**config.mk**
```make
export PLATFORM = sky130hd
export DESIGN_NAME = uart_rx
export DESIGN_NICKNAME = d
export VERILOG_FILES = /design/src/rtl/uart_rx.sv
export SDC_FILE = /design/constraint.sdc
export NUM_CORES = 1
export LEC_CHECK = 0
export CORE_UTILIZATION = 40
export DETAILED_ROUTE_END_ITERATION = 6
export GPL_TIMING_DRIVEN = 0
export SYNTH_ARGS = -nofsm -noshare
export SYNTH_HDL_FRONTEND = slang
export SYNTH_SLANG_ARGS = --single-unit
```
**constraint.sdc**
```tcl
create_clock -name clk -period 3 [get_ports clk]
set_clock_uncertainty 0.1 [all_clocks]
set_input_delay 0.6 -clock clk [delete_from_list [all_inputs] [get_ports clk]]
set_output_delay 0.6 -clock clk [all_outputs]
set_load 0.05 [all_outputs]
```
**src/rtl/uart_rx.sv**
```systemverilog
// 8N1-style UART receiver driven by a shared 16x oversampling tick.
// Synchronises rx, validates the start bit at mid-bit and samples data/stop once per bit.
`timescale 1ns/1ps
module uart_rx #(
    parameter int unsigned DATA_BITS   = 8,
    parameter int unsigned SYNC_STAGES = 2
) (
    input  logic                 clk,
    input  logic                 rst_n,
    input  logic                 baud_tick_16x,
    input  logic                 rx,
    output logic [DATA_BITS-1:0] rx_data,
    output logic                 rx_valid,
    output logic                 frame_err,
    output logic                 busy
);

    localparam int unsigned BIT_CNT_W = (DATA_BITS > 1) ? $clog2(DATA_BITS) : 1;
    localparam int unsigned TICK_W    = 4;
    localparam logic [BIT_CNT_W-1:0] LAST_BIT  = BIT_CNT_W'(DATA_BITS - 1);
    localparam logic [TICK_W-1:0]    MID_TICK  = TICK_W'(7);
    localparam logic [TICK_W-1:0]    LAST_TICK = TICK_W'(15);

    typedef enum logic [1:0] {
        IDLE  = 2'd0,
        START = 2'd1,
        DATA  = 2'd2,
        STOP  = 2'd3
    } state_t;

    state_t                 r_state;
    state_t                 w_state_next;
    logic [SYNC_STAGES-1:0] r_sync;
    logic                   r_rx_prev;
    logic                   w_rx_s;
    logic [TICK_W-1:0]      r_tick_cnt;
    logic [TICK_W-1:0]      w_tick_cnt_next;
    logic [BIT_CNT_W-1:0]   r_bit_cnt;
    logic [BIT_CNT_W-1:0]   w_bit_cnt_next;
    logic [DATA_BITS-1:0]   r_shift;
    logic [DATA_BITS-1:0]   w_shift_next;
    logic [DATA_BITS-1:0]   w_rx_data_next;
    logic                   w_rx_valid_next;
    logic                   w_frame_err_next;

    assign w_rx_s = r_sync[SYNC_STAGES-1];

    // Input synchroniser; resets to idle-high so reset release never fakes an edge.
    always_ff @(posedge clk or negedge rst_n) begin
        if (!rst_n) begin
            r_sync    <= '1;
            r_rx_prev <= 1'b1;
        end else begin
            r_sync    <= {r_sync[SYNC_STAGES-2:0], rx};
            r_rx_prev <= w_rx_s;
        end
    end

    always_ff @(posedge clk or negedge rst_n) begin
        if (!rst_n) begin
            r_state <= IDLE;
        end else begin
            r_state <= w_state_next;
        end
    end

    // Counters, shift register and registered outputs.
    always_ff @(posedge clk or negedge rst_n) begin
        if (!rst_n) begin
            r_tick_cnt <= '0;
            r_bit_cnt  <= '0;
            r_shift    <= '0;
            rx_data    <= '0;
            rx_valid   <= 1'b0;
            frame_err  <= 1'b0;
            busy       <= 1'b0;
        end else begin
            r_tick_cnt <= w_tick_cnt_next;
            r_bit_cnt  <= w_bit_cnt_next;
            r_shift    <= w_shift_next;
            rx_data    <= w_rx_data_next;
            rx_valid   <= w_rx_valid_next;
            frame_err  <= w_frame_err_next;
            busy       <= (w_state_next != IDLE);
        end
    end

    always_comb begin
        w_state_next     = r_state;
        w_tick_cnt_next  = r_tick_cnt;
        w_bit_cnt_next   = r_bit_cnt;
        w_shift_next     = r_shift;
        w_rx_data_next   = rx_data;
        w_rx_valid_next  = 1'b0;
        w_frame_err_next = 1'b0;
        case (r_state)
            IDLE: begin
                // Edge-triggered: a line stuck low must go high again before retriggering.
                if (r_rx_prev && !w_rx_s) begin
                    w_state_next    = START;
                    w_tick_cnt_next = '0;
                end
            end
            START: begin
                if (baud_tick_16x) begin
                    if (r_tick_cnt == MID_TICK) begin
                        if (!w_rx_s) begin
                            w_state_next    = DATA;
                            w_tick_cnt_next = '0;
                            w_bit_cnt_next  = '0;
                        end else begin
                            w_state_next = IDLE;
                        end
                    end else begin
                        w_tick_cnt_next = r_tick_cnt + TICK_W'(1);
                    end
                end
            end
            DATA: begin
                if (baud_tick_16x) begin
                    if (r_tick_cnt == LAST_TICK) begin
                        w_shift_next    = {w_rx_s, r_shift[DATA_BITS-1:1]};
                        w_tick_cnt_next = '0;
                        if (r_bit_cnt == LAST_BIT) begin
                            w_state_next = STOP;
                        end else begin
                            w_bit_cnt_next = r_bit_cnt + BIT_CNT_W'(1);
                        end
                    end else begin
                        w_tick_cnt_next = r_tick_cnt + TICK_W'(1);
                    end
                end
            end
            STOP: begin
                if (baud_tick_16x) begin
                    if (r_tick_cnt == LAST_TICK) begin
                        if (w_rx_s) begin
                            w_rx_data_next  = r_shift;
                            w_rx_valid_next = 1'b1;
                        end else begin
                            w_frame_err_next = 1'b1;
                        end
                        w_tick_cnt_next = '0;
                        w_state_next    = IDLE;
                    end else begin
                        w_tick_cnt_next = r_tick_cnt + TICK_W'(1);
                    end
                end
            end
            default: begin
                w_state_next = IDLE;
            end
        endcase
    end

endmodule

```
Fig. 1: run 1, sequential cells grouped by signal name
Bar = 20 um.
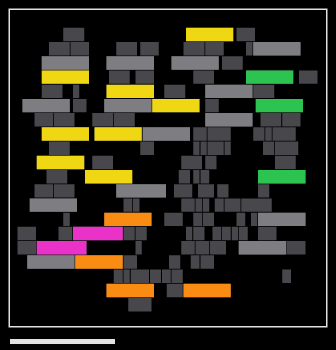
| colour | name in the netlist | placed flops |
|---|---|---|
| orange | r_tick_cnt | 4 |
| magenta | r_sync | 2 |
| green | r_bit_cnt | 3 |
| yellow | r_shift | 8 |
register area: 779 um^2
power dissipated in sequential cells: 520 uW
flip-flop and latch share of the layout cell area: 48.5%
utilization of the core after routing: 51.0%

Fig. 2: run 1, routing congestion map
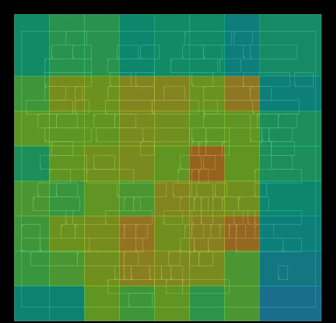
met2 Usage GRT: 23.1%
layer with the highest usage after global routing: met2
met1 GRT Util: 17.0%
fraction of met3 tracks used by global routing: 7.25%

Fig. 3: run 1, gate-type map
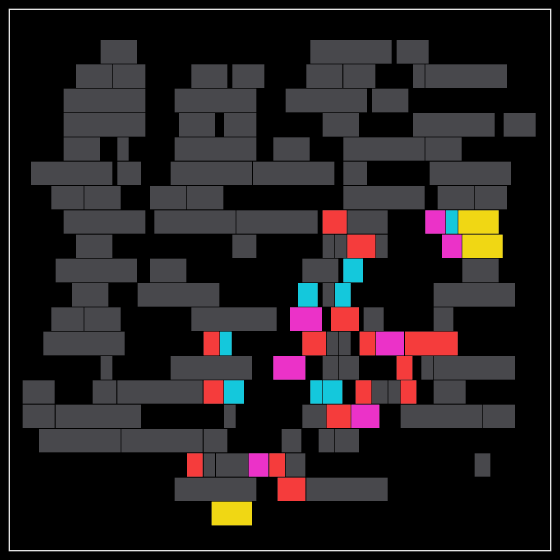
| colour | family | cells |
|---|---|---|
| red | aoi and oai cells | 15 |
| yellow | fa/ha/maj cells | 3 |
| cyan | nor cells | 8 |
| magenta | and/or cells | 7 |
non-filler instance count after layout: 172
logic gate fraction of the total cell area: 34.2%
most frequent logic cell in the layout: dfrtp_1

==> impl_metrics.yaml, run 1 <==
# flow metrics
critical_path:
  critPathMaxFanout: 2
  crit_path_max_incr_delay_ns: 0.81
  cp_slowest_cell: "clkdlybuf4s50_1"
  crit_arrival_ns: 1.50
  crit_family: "buffers and inverters"
  crit_chain: "clkdlybuf4s50_1"
  cp.required_ns: 2.30
  critical_path_buf_inv_count: 1
  cp-end-kind: "output port"
  timing.setup.critical_path_class: "reg2out"
route:
  detailedRoute.firstPassIterationCount: 4
  avg_vias_per_cell: 5.17
  drt.antenna.violating_nets: 0
  drt-initial-drc-count: 12
  via_count: 889
  avgRoutedWirePerCell_um: 13.3
run_status:
  result_of_the_run: "complete, no violations"
die:
  dieHeight_um: 60.4
  die-area_um2: 3650
  fp-utilization_pct: 43.3
  tapCellCount: 44
  placementRows: 20
  die_x_um: 60.4
  ios: 15
synth:
  simple_gate_area_share_pct: 13.3
  synthDistinctLibCells: 34
  synth_xor_xnor_area_share_pct: 0
  synthTopLogicFamily: "multiplexers"
  postSynthNetCount: 113
  synth.yosys.seq_area_share_pct: 57.1
  yosysWarnings: 0
  synthAoiAreaFrac_pct: 7.78
  syn-mean-instance-area_um2: 12.9
  synth-adder-area-share_pct: 2.75
  synth-area-yosys_um2: 1370
  ys_cells: 106
  synth.area.mux_share_pct: 16.4
  mappedNetlistArea_um2: 1370
finish:
  buf_share_pct: 9.35
  syn2layout_area_growth_pct: 17.6
  clock_area_share_pct: 3.12
  multiInputGateArea_um2: 549
  final.signal_inverter_count: 6
  clock_buffer_count: 7
  layout.filler_cells: 300
  final_net_count: 134
  buffers_excl_clock: 16
  top_area_cell_class: "sequential cells"
  flop-count: 31
  multi_input_comb_cells: 67
grt:
  track_usage_pct: 14.9
  first_global_vias: 852
  grt.overflow.total: 0
  grt_max_degree: 32
  antenna_violations_before_repair: 0
  grt_pass1_wl_um: 3760
final_timing:
  fin_tns_setup_ns: 0
  timing_max_transition_violations_final: 0
  min_period_over_period_pct: 73.4
  timing.max_slew.rel_slack_pct: 55.3
  final_min_period_ns: 2.20
  final-hold-violation-count: 0
  hold_slack_ns: 0.189
  clock.fmax_ghz: 0.454
  setup-violations-final: 0
clock_network:
  cts_tree: "yes"
  clockBufferDepth: 2
  ctsResizeCount: 0
  cts.repair_timing.setup_buffer_count: 0
  cts-htree-levels: 2
  cts_root_buffer: "clkbuf_4"
  cts_stage_hold_buffer_count: 0
  path_clk_slew_ns: 0.09
  numCtsBuffers: 5
  cts_sinks: 31
placed_design:
  detailedPlacementHpwl_um: 1530
  buffer_ports.inserted: 14
  routabilityCongestion: 0.786
  post-place-cells: 164
power_and_ir_drop:
  vdd_ir_drop_max_mv: 0.351
  power_per_cell_area_nw_per_um2: 645
  total_switching_power_uw: 349
  proportion_of_power_drawn_by_the_clock_network_pct: 21.8
  leakage_uw: 0.000777
  p_sw_share_pct: 33.7
hold_path:
  min_path_type: "in2async"
flow_run:
  drv_cap: 0
  openroad.warnings: 26
[run 1: power groups by stage]
stage | combinational [uW] | clock, uW | sequential [uW]
floorplan | 207 | 0 | 539
global placement | 287 | 0 | 526
detailed placement | 295 | 0 | 530
CTS | 296 | 240 | 521
global route | 327 | 262 | 531
finish | 290 | 226 | 520
[run 1: cell families after synthesis]
logic type                 Yosys count
buffers and inverters                8
adders and majority gates            3
DFF                                 31
AOI/OAI and AO/OA                   15
and+or+nand+nor                     29
muxes                               20
[run 1: stage by stage]
step	instance area, um^2	utilization [%]	setup slack [ns]
floorplan	1370	-	1.35
global placement	1560	49.5	0.555
detailed placement	1560	49.5	0.543
CTS	1610	51.1	0.771
global route	1610	51.0	0.744
finish	1610	51.0	0.799
[run 1: Yosys cell counts]
library cell / instances / share of area [%]
or3b_1: 1 / 0.64
and3b_1: 1 / 0.64
mux2_1: 3 / 2.5
ha_1: 3 / 2.7
and4b_1: 1 / 0.73
mux2i_1: 1 / 0.73
inv_1: 6 / 1.6
nand2_2: 1 / 0.46
nor2b_1: 3 / 1.4
clkbuf_1: 1 / 0.27
nor3_1: 1 / 0.37
or4b_1: 1 / 0.73
nand3b_1: 2 / 1.1
nand4_2: 1 / 0.92
nor2_2: 1 / 0.46
o22ai_1: 1 / 0.46
nand2b_1: 3 / 1.4
o2bb2ai_1: 1 / 0.64
nand4_1: 1 / 0.46
nand3_1: 2 / 0.73
dfrtp_1: 28 / 51
nor2_1: 3 / 0.82
buf_6: 1 / 0.82
nand2_1: 4 / 1.1
mux2_2: 16 / 13
o211ai_1: 2 / 1.1
and3_1: 3 / 1.4
a22oi_1: 1 / 0.55
o2111ai_1: 1 / 0.64
a21oi_1: 2 / 0.73
dfstp_2: 3 / 5.8
o21ai_0: 5 / 1.8
o221ai_1: 1 / 0.64
o32ai_2: 1 / 1.2
[run 1: sequential cells by signal, summed over array words and instances, names as in the netlist]
register and flops:
r_bit_cnt 3, frame_err 1, rx_data 8, busy 1
r_tick_cnt 4, r_sync 2, rx_valid 1, r_shift 8
r_state 2, r_rx_prev 1
[run 1: final timing paths]
| kind | from | to | slack [ns] | cells past startpoint |
|---|---|---|---|---|
| worst max-delay path | rx_data[6] | rx_data[6] | 0.80 | 1 |
| worst min-delay path | rst_n | busy | 0.19 | 1 |
| worst max register to register | r_tick_cnt[0] | rx_data[6] | 1.08 | 5 |
| worst min register to register | r_sync[0] | r_sync[1] | 0.26 | 0 |
| max in group asynchronous | rst_n | rx_data[7] | 2.17 | 1 |
| min in group clk | r_sync[0] | r_sync[1] | 0.26 | 0 |
[run 1: layout by cell type, fill, tap and decap left out, types with 3 or more instances in the layout]
cell and n:
nor2b_1 3, dfrtp_1 28, ha_1 3, dfstp_2 3
o21ai_0 5, inv_1 6, nand2_1 4, mux2_1 3
clkdlybuf4s50_1 13, and3_1 3, nor2_1 3, clkbuf_4 5
mux2_2 16, clkbuf_1 3, nand2b_1 3
[run 1: layer usage]
layer  GRT usage, %  share of wire, %
met1           17.0                45
met2           23.1                48
met3           7.25               5.5
met4           7.79               1.9
met5              0                 0
==> run 2: changes to the inputs <==
==> constraint.sdc (replaced) <==
create_clock -name clk -period 1.9 [get_ports clk]
set_clock_uncertainty 0.1 [all_clocks]
set_input_delay 0.38 -clock clk [delete_from_list [all_inputs] [get_ports clk]]
set_output_delay 0.38 -clock clk [all_outputs]
set_load 0.05 [all_outputs]
Fig. 4: run 2, gate-type map
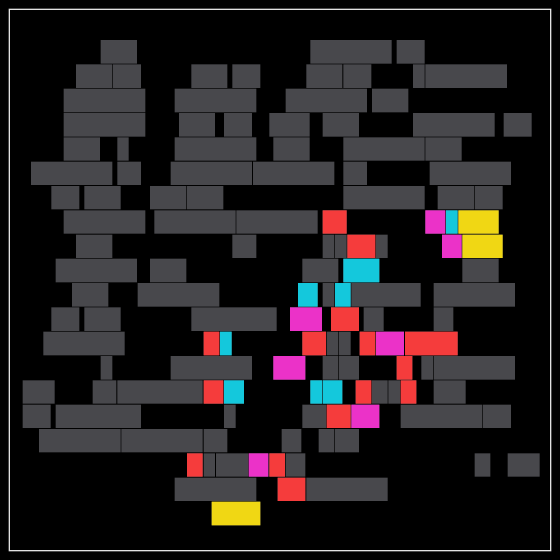
| colour | family | cells |
|---|---|---|
| cyan | nor cells | 8 |
| red | aoi and oai cells | 15 |
| magenta | and/or cells | 7 |
| yellow | fa/ha/maj cells | 3 |
logic gate fraction of the total cell area: 35.4%
non-filler instance count after layout: 174

==> impl_metrics.yaml, run 2 <==
# flow metrics
route:
  drt-initial-drc-count: 16
  drt.antenna.violating_nets: 0
  avg_vias_per_cell: 5.22
  detailedRoute.firstPassIterationCount: 4
  drc_errors: 0
  avgRoutedWirePerCell_um: 13.6
synth:
  postSynth.asyncResetShare_pct: 100
  mappedNetlistArea_um2: 1370
  postSynthNetCount: 113
  yosysTopAreaCellShare_pct: 51.3
  yosys_register_bits: 31
  synth_top_cell_by_count: "dfrtp_1"
  syn-mean-instance-area_um2: 12.9
  synth-area-yosys_um2: 1370
  synthDistinctLibCells: 34
  synth_area_leader_cell: "dfrtp_1"
  ys_cells: 106
  enable_flop_cells: 0
  syn-instance-count: 106
  synth.yosys.seq_area_share_pct: 57.1
  post_synth_main_area_contributors: "dfrtp_1 (51%), mux2_2 (13%), dfstp_2 (5.8%)"
  commonest_register_cell_after_synthesis: "dfrtp_1"
  yosysWarnings: 0
  yosys-top-cells-count: "dfrtp_1 (28), mux2_2 (16), inv_1 (6)"
final_timing:
  min_period_over_period_pct: 94.4
  final_min_period_ns: 1.79
  rsz0062_at_grt: "no"
  clock.fmax_ghz: 0.557
  fin_tns_setup_ns: 0
  fin_ws_ns: 0.106
  final-hold-violation-count: 0
  timing.max_slew.rel_slack_pct: 55.4
  timing_max_transition_violations_final: 0
  worstMarginPinSlew_ns: 0.669
  setup-violations-final: 0
critical_path:
  crit_path_start: "r_tick_cnt[0]"
  worst-r2r-cell-count: 5
  cp-end-kind: "flip-flop"
  worst_r2r_startpoint: "r_tick_cnt[0]"
  setup.worst_path.end: "rx_data[4]"
  timing.setup.critical_path_class: "reg2reg"
  crit_arrival_ns: 1.91
  worst_r2r_endpoint: "rx_data[4]"
  critPathMaxFanout: 7
  crit_path_start_kind: "flip-flop"
  timing.reg2reg.setup_slack_ns: 0.11
  cp.required_ns: 2.02
finish:
  post-route-cell-area_um2: 1630
  drive_gt1_share_pct: 26.2
  mostFrequentLayoutCell: "dfrtp_1"
  antenna_cells_inserted: 0
  syn2layout_area_growth_pct: 19.4
  most-common-layout-cells: "dfrtp_1 (28), mux2_2 (16), dlygate4sd2_1 (11)"
  reg_top3: "r_shift x8, rx_data x8, r_tick_cnt x4"
  final_net_count: 136
grt:
  grt_pass1_wl_um: 3750
  first_global_vias: 852
  track_usage_pct: 14.8
  grt_max_degree: 32
  antenna_violations_before_repair: 0
  grt.overflow.total: 0
clock_network:
  cts_tree: "yes"
  cts_root_buffer: "clkbuf_4"
  path_clk_slew_ns: 0.09
  numCtsBuffers: 5
  clockBufferDepth: 2
  cts_sinks: 31
  cts.repair_timing.setup_buffer_count: 0
  cts-htree-levels: 2
  clk-insertion-delay-late_ns: 0.33
power_and_ir_drop:
  vdd_ir_drop_max_mv: 0.562
  comb_power_share_pct: 28.8
  internal_power_uw: 1080
  total_power_draw_uw: 1660
  proportion_of_power_drawn_by_the_clock_network_pct: 21.6
  relative_contribution_of_sequential_cells_to_total_power_pct: 49.6
  leakage_uw: 0.000827
  power_per_cell_area_nw_per_um2: 1020
  p_sw_share_pct: 34.8
  total_switching_power_uw: 578
die:
  dieHeight_um: 60.4
  floorplan.core_area_um2: 3150
  die_x_um: 60.4
  placementRows: 20
  ios: 15
  die-area_um2: 3650
  fp-utilization_pct: 43.3
placed_design:
  dp_worst_setup_slack_ns: -0.337
  detailedPlacementHpwl_um: 1530
  placed_area_um2: 1560
  buffer_ports.inserted: 14
  routabilityCongestion: 0.786
  post-place-cells: 164
hold_path:
  min_path_type: "reg2reg"
run_status:
  result_of_the_run: "complete, no violations"
flow_run:
  openroad.warnings: 26
  drv_cap: 0
Fig. 5: run 2, metal 3
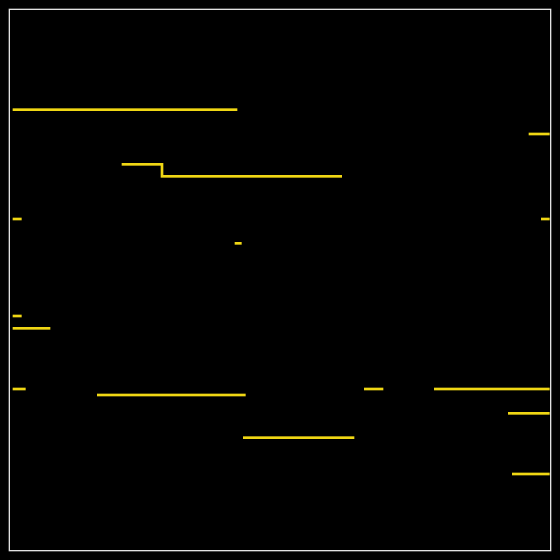
share of all routed wire: 4.7%
main direction: horizontal
sum of routed wire length over all layers: 2360 um
total via count after detailed routing: 909

## run 2: cell types whose count changed in the layout (fill, tap and decap cells not counted), sizes merged
| cell | previous run | this run |
|---|---|---|
| clkdlybuf4s50 | 13 | 2 |
| dlygate4sd2 | 0 | 11 |
| dlygate4sd3 | 0 | 1 |
| nand4 | 2 | 3 |
## run 2: cells by family after synthesis
group           synth area share, %
buf+inv                        2.75
mux                            16.4
flops                          57.1
simple gates                   13.3
fa+ha+maj                      2.75
compound gates                 7.78
## run 2: how the worst min path moves through the flow
| stage | from | endpoint | slack [ns] | depth (start not counted) |
|---|---|---|---|---|
| after global routing | r_sync[0] | r_sync[1] | 0.27 | 0 |
| after CTS | r_sync[0] | r_sync[1] | 0.26 | 0 |
| after floorplan | rst_n | busy | -0.02 | 0 |
| after global placement | r_sync[0] | r_sync[1] | 0.25 | 0 |
| final | r_sync[0] | r_sync[1] | 0.26 | 0 |
| after detailed placement | r_sync[0] | r_sync[1] | 0.25 | 0 |
## run 2: power groups by stage
stage | Combinational [uW] | Sequential [uW] | Clock (uW)
after floorplan | 326 | 852 | 0
after global placement | 453 | 831 | 0
after detailed placement | 466 | 837 | 0
after CTS | 473 | 824 | 378
after global routing | 538 | 840 | 414
final | 479 | 824 | 360
## run 2: layout make-up
type | count | area, um^2
buffer | 2 | 15.0
clock buffer | 7 | 45.0
clock inverter | 1 | 5.00
fill | 308 | 1520
inverter | 6 | 22.5
multi-input combinational | 68 | 578
sequential | 31 | 779
tap | 44 | 55.1
timing repair buffer | 15 | 131
## run 2: critical path: stages, from the launching register on
cell     delay [ns]
dfrtp_1        0.39
ha_2           0.26
nand4_1        0.23
inv_2          0.18
nand4_2        0.19
mux2_2         0.33
## run 2: repair_timing
action	4_1_cts	5_1_grt
gates resized	14	1
pin swaps	0	1
cloned	0	1
hold buffers	0	1
hold endpoints to repair	0	5
setup endpoints to repair	27	8
## run 2: routing by layer
metal  GRT usage [%]  share of wire, %  vias up
met5               0                 0        -
met4            7.79               1.9        0
met3            7.25               4.7        6
met2            22.9                48       17
met1            17.0                45      451
li1                -                 -      435
## run 2: metrics by stage
stage	utilization, %	hold slack (ns)
finish	51.7	0.259
CTS	51.2	0.261
floorplan	-	-0.0156
global route	51.7	0.267
global placement	49.5	0.246
detailed placement	49.5	0.247
Power and IR drop assume default switching activity.
